[config.mk]
export PLATFORM = sky130hd
export DESIGN_NAME = recip_scaler_pipe
export DESIGN_NICKNAME = d
export VERILOG_FILES = /design/src/rtl/recip_scaler_pipe.sv
export SDC_FILE = /design/constraint.sdc
export NUM_CORES = 1
export LEC_CHECK = 0
export ABC_AREA = 1
export CAP_MARGIN = 20
export CORE_MARGIN = 2
export CORE_UTILIZATION = 30
export CTS_BUF_LIST = sky130_fd_sc_hd__clkbuf_4
export CTS_CLUSTER_SIZE = 20
export DETAILED_ROUTE_END_ITERATION = 8
export HOLD_SLACK_MARGIN = 0.02
export SLEW_MARGIN = 10
export SYNTH_ARGS = -nofsm -noshare
export SYNTH_HDL_FRONTEND = slang
export SYNTH_SLANG_ARGS = --single-unit
[constraint.sdc]
create_clock -name clk -period 4.29 [get_ports clk]
set_clock_uncertainty 0.05 [all_clocks]
set_input_delay 0.6435 -clock clk [delete_from_list [all_inputs] [get_ports clk]]
set_output_delay 0.6435 -clock clk [all_outputs]
set_load 0.02 [all_outputs]
[src/rtl/recip_scaler_pipe.sv]
// recip_scaler_pipe: two-stage pipeline computing MV = delta * 1/(2^k - 1), valid/ready handshake.
// Define RECIP_ROUND_EN to round half toward +inf before the final shift; default floors.
module recip_scaler_pipe #(
  parameter int unsigned DATA_W   = 16,
  parameter int unsigned FRAC_W   = 8,
  parameter int unsigned LOG2_W   = 4,
  parameter int unsigned MIN_LOG2 = 2,
  parameter int unsigned MAX_LOG2 = 7
) (
  input  logic                     clk,
  input  logic                     rst,
  input  logic                     in_valid,
  output logic                     in_ready,
  input  logic signed [DATA_W-1:0] in_delta,
  input  logic        [LOG2_W-1:0] in_log2,
  output logic                     out_valid,
  input  logic                     out_ready,
  output logic signed [DATA_W-1:0] out_mv,
  output logic                     out_err
);

  localparam int unsigned PROD_W = DATA_W + FRAC_W + 1;
  localparam int unsigned TAB_N  = 1 << LOG2_W;

`ifdef RECIP_ROUND_EN
  localparam logic signed [PROD_W-1:0] RndBias = PROD_W'(1) << (FRAC_W - 1);
`else
  localparam logic signed [PROD_W-1:0] RndBias = '0;
`endif

  function automatic logic [FRAC_W-1:0] coef_f(input int unsigned k);
    longint unsigned num;
    longint unsigned den;
    if (k < MIN_LOG2 || k > MAX_LOG2) return '0;
    num = 64'd1 << FRAC_W;
    den = (64'd1 << k) - 64'd1;
    return FRAC_W'(num / den);
  endfunction

  // Constant lookup table, one entry per encodable k.
  logic [FRAC_W-1:0] coef_tab [TAB_N];
  logic              err_tab  [TAB_N];

  for (genvar g = 0; g < TAB_N; g++) begin : g_tab
    assign coef_tab[g] = coef_f(g);
    assign err_tab[g]  = (g < MIN_LOG2) || (g > MAX_LOG2);
  end

  logic                     s1_valid_q;
  logic signed [DATA_W-1:0] s1_delta_q;
  logic        [FRAC_W-1:0] s1_coef_q;
  logic                     s1_err_q;

  logic                     out_valid_q;
  logic signed [DATA_W-1:0] out_mv_q, out_mv_d;
  logic                     out_err_q;

  logic                     s1_adv, s2_adv;
  logic signed [PROD_W-1:0] prod, prod_adj;
  logic                     unused_prod_bits;

  assign s2_adv   = !out_valid_q || out_ready;
  assign s1_adv   = !s1_valid_q || s2_adv;
  assign in_ready = s1_adv || rst;

  always_comb begin
    prod     = PROD_W'(s1_delta_q) * PROD_W'($signed({1'b0, s1_coef_q}));
    prod_adj = prod + RndBias;
    // Taking bits above FRAC_W equals an arithmetic shift followed by truncation.
    out_mv_d = s1_err_q ? '0 : prod_adj[FRAC_W +: DATA_W];
  end

  assign unused_prod_bits = ^{prod_adj[FRAC_W-1:0], prod_adj[PROD_W-1]};

  always_ff @(posedge clk) begin
    if (rst) begin
      s1_valid_q <= 1'b0;
      s1_delta_q <= '0;
      s1_coef_q  <= '0;
      s1_err_q   <= 1'b0;
    end else if (s1_adv) begin
      s1_valid_q <= in_valid;
      if (in_valid) begin
        s1_delta_q <= in_delta;
        s1_coef_q  <= coef_tab[in_log2];
        s1_err_q   <= err_tab[in_log2];
      end
    end
  end

  always_ff @(posedge clk) begin
    if (rst) begin
      out_valid_q <= 1'b0;
      out_mv_q    <= '0;
      out_err_q   <= 1'b0;
    end else if (s2_adv) begin
      out_valid_q <= s1_valid_q;
      if (s1_valid_q) begin
        out_mv_q  <= out_mv_d;
        out_err_q <= s1_err_q;
      end
    end
  end

  assign out_valid = out_valid_q;
  assign out_mv    = out_mv_q;
  assign out_err   = out_err_q;

endmodule

==> GITHUB_STEP_SUMMARY <==
### Yosys + OpenROAD results

| Metric | Value |
|---|---|
| Setup violations, final | 1 |
| Worst Setup SP | s1_coef_q[4]$_SDFFE_PP0P_ |
| Mapped Nets | 924 |
| DRC Markers | 0 |
| Hold/Removal Path Class | reg -> reg |
| Ys cells | 774 |
| Non-clock buffers | 133 |
| Nets | 1043 |
| Hold Startpoint | out_mv[6]$_SDFFE_PP0P_ |
| Tapcells | 234 |
| Status | finished, violations left |
| IO buf count | 42 |
| Crit-path cells | nand2_2 -> buf_6 -> fa_2 -> fa_1 -> inv_1 -> fa_1 -> inv_1 -> fa_1 -> inv_1 -> ha_4 -> nand2_4 -> nor4_4 -> nand4_1 -> nand3_1 -> nand2_1 -> nand3_2 -> a21oi_2 |
| Layout cells sized above 1 | 23.6% |
| Worst-Margin Slew | 817 ps |
| First-pass DRT Iterations | 4 |
| Pre-CTS setup slack | -548 ps |
| Num CTS Buffers | 5 |
| Failing checks | setup timing |
| CTS Hold Bufs | 0 |
| FF-to-FF Start | s1_coef_q[4]$_SDFFE_PP0P_ |
| CP Launch Type | register |
| Final worst slack | -22.5 ps |
==> kinds of logic after synthesis <==
group,Yosys count,share of synthesized area [%]
AND/OR/NAND/NOR,291,22.4
adder cells (fa/ha/maj),126,38.7
AND-OR/OR-AND,90,8.79
buffers and inverters,222,14.7
flip-flops,42,14.8
XOR/XNOR,3,0.463
==> state kept, by name, summed over array words and instances (netlist names) <==
name,flops
s1_delta_q,16
s1_valid_q,1
out_err,1
out_valid,1
out_mv,16
s1_err_q,1
s1_coef_q,6
==> cell usage in the layout (no fill, tap or decap), drive strengths merged, types with 8 or more instances in the layout <==
cell	instances
nand2	175
nand3	27
nand4	8
clkdlybuf4s50	42
ha	43
dfxtp	42
buf	91
o21ai	30
fa	83
inv	201
a21oi	46
nor2	62
or2	8
==> power breakdown <==
| group | internal [W] | switching [W] | total, W |
|---|---|---|---|
| Sequential | 0.000410 | 0.0000292 | 0.000439 |
| Combinational | 0.000209 | 0.000233 | 0.000442 |
| Clock | 0.0000639 | 0.000170 | 0.000234 |
==> final timing paths <==
path / endpoint / slack [ps] / cells after the start
hold / removal: out_mv[6]$_SDFFE_PP0P_ / 420 / 2
setup reg to reg: out_mv[13]$_SDFFE_PP0P_ / -20 / 17
hold reg to reg: out_mv[6]$_SDFFE_PP0P_ / 420 / 2
setup / recovery: out_mv[13]$_SDFFE_PP0P_ / -20 / 17
==> repair_timing <==
| action | CTS | global route |
|---|---|---|
| pin swaps | 8 | 30 |
| endpoints found under the hold margin | 0 | 0 |
| resized | 31 | 88 |
| setup buffers | 1 | 9 |
| setup endpoints to repair | 15 | 15 |
==> layer usage <==
metal / track usage [%] / up-vias / wire, um
li1: - / 2549 / -
met3: 2.06 / 16 / 398
met5: 0 / - / 0
met1: 20.1 / 2476 / 6850
met4: 3.58 / 0 / 246
met2: 26.3 / 76 / 7110
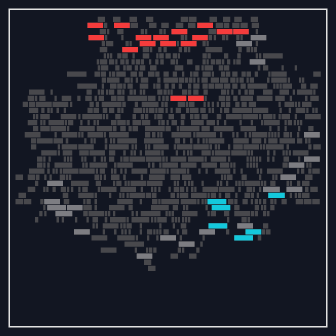
**Above:** sequential cells grouped by signal name.
Other sequential cells in the stronger gray, the rest of the logic in the fainter gray.
[red] `out_mv` | sequential cells: 16 | where: top middle
[cyan] `s1_coef_q` | sequential cells: 6
not colored: 20
flop share of the area: 11.3%
sequential logic power: 0.000439 W

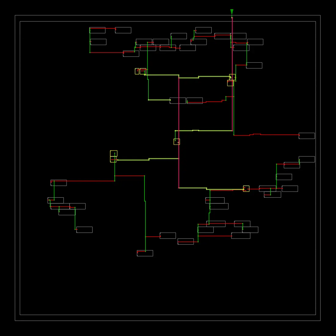
**Above:** clock nets.
clk ins delay skew pair: 420 ps
TritonCTS sink count: 42

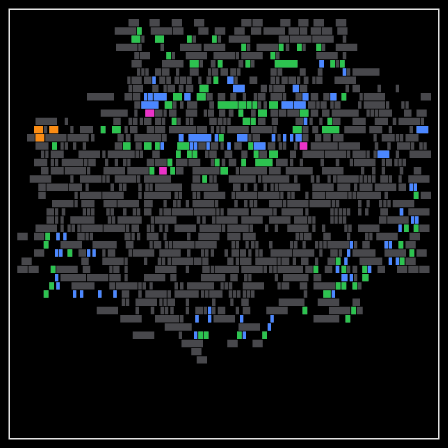
**Above:** selected gate families.
[orange] XOR/XNOR gates | cells: 3 | most used: xnor2_1
[green] inverting AOI/OAI gates | cells: 87 | most used: a21oi_1
[magenta] AND-OR and OR-AND gates | cells: 3 | most used: a21o_1
[blue] NOR gates | cells: 70 | most used: nor2_1
fraction of area in multi-input gates: 59.2%
post-route insts no fill: 1129
Commonest Layout Cell: inv_1

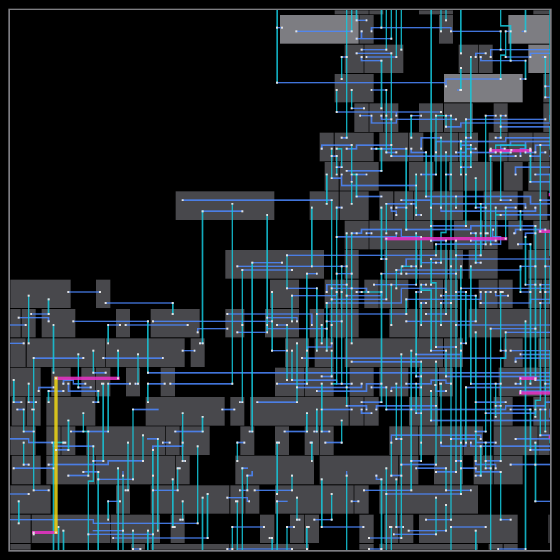
**Above:** a small window of the routed layout.
Window x 10 to 60, y 81 to 131 um. Cells in gray, sequential cells in the stronger gray; small squares are vias.
[magenta] met3
[yellow] met4
[blue] met1
[cyan] met2
cells with their middle in the window: 149
most frequent: inv_1 (35), buf_4 (18), nand2_1 (16)
sequential cells in the window: 3
netlist names of flops here include: `out_mv` (3)

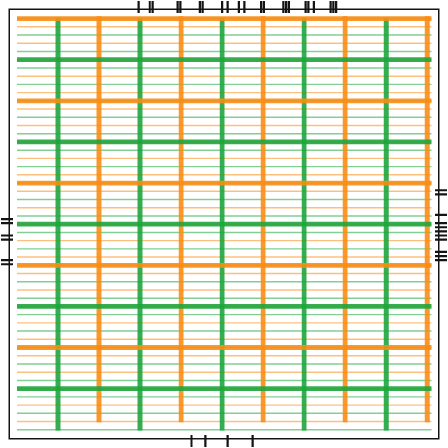
**Above:** power grid.
Pins as bars on the die edge.
[orange] VDD
[green] VSS
rows: 50
met1 rails: 51
signal pins: 43
met4 straps: 10
Die X: 142 um
worst IR drop on VDD: 0.0842 mV
Die Y-Extent: 142 um
core area: 18600 um2

Power is estimated from default activity; no workload was simulated.
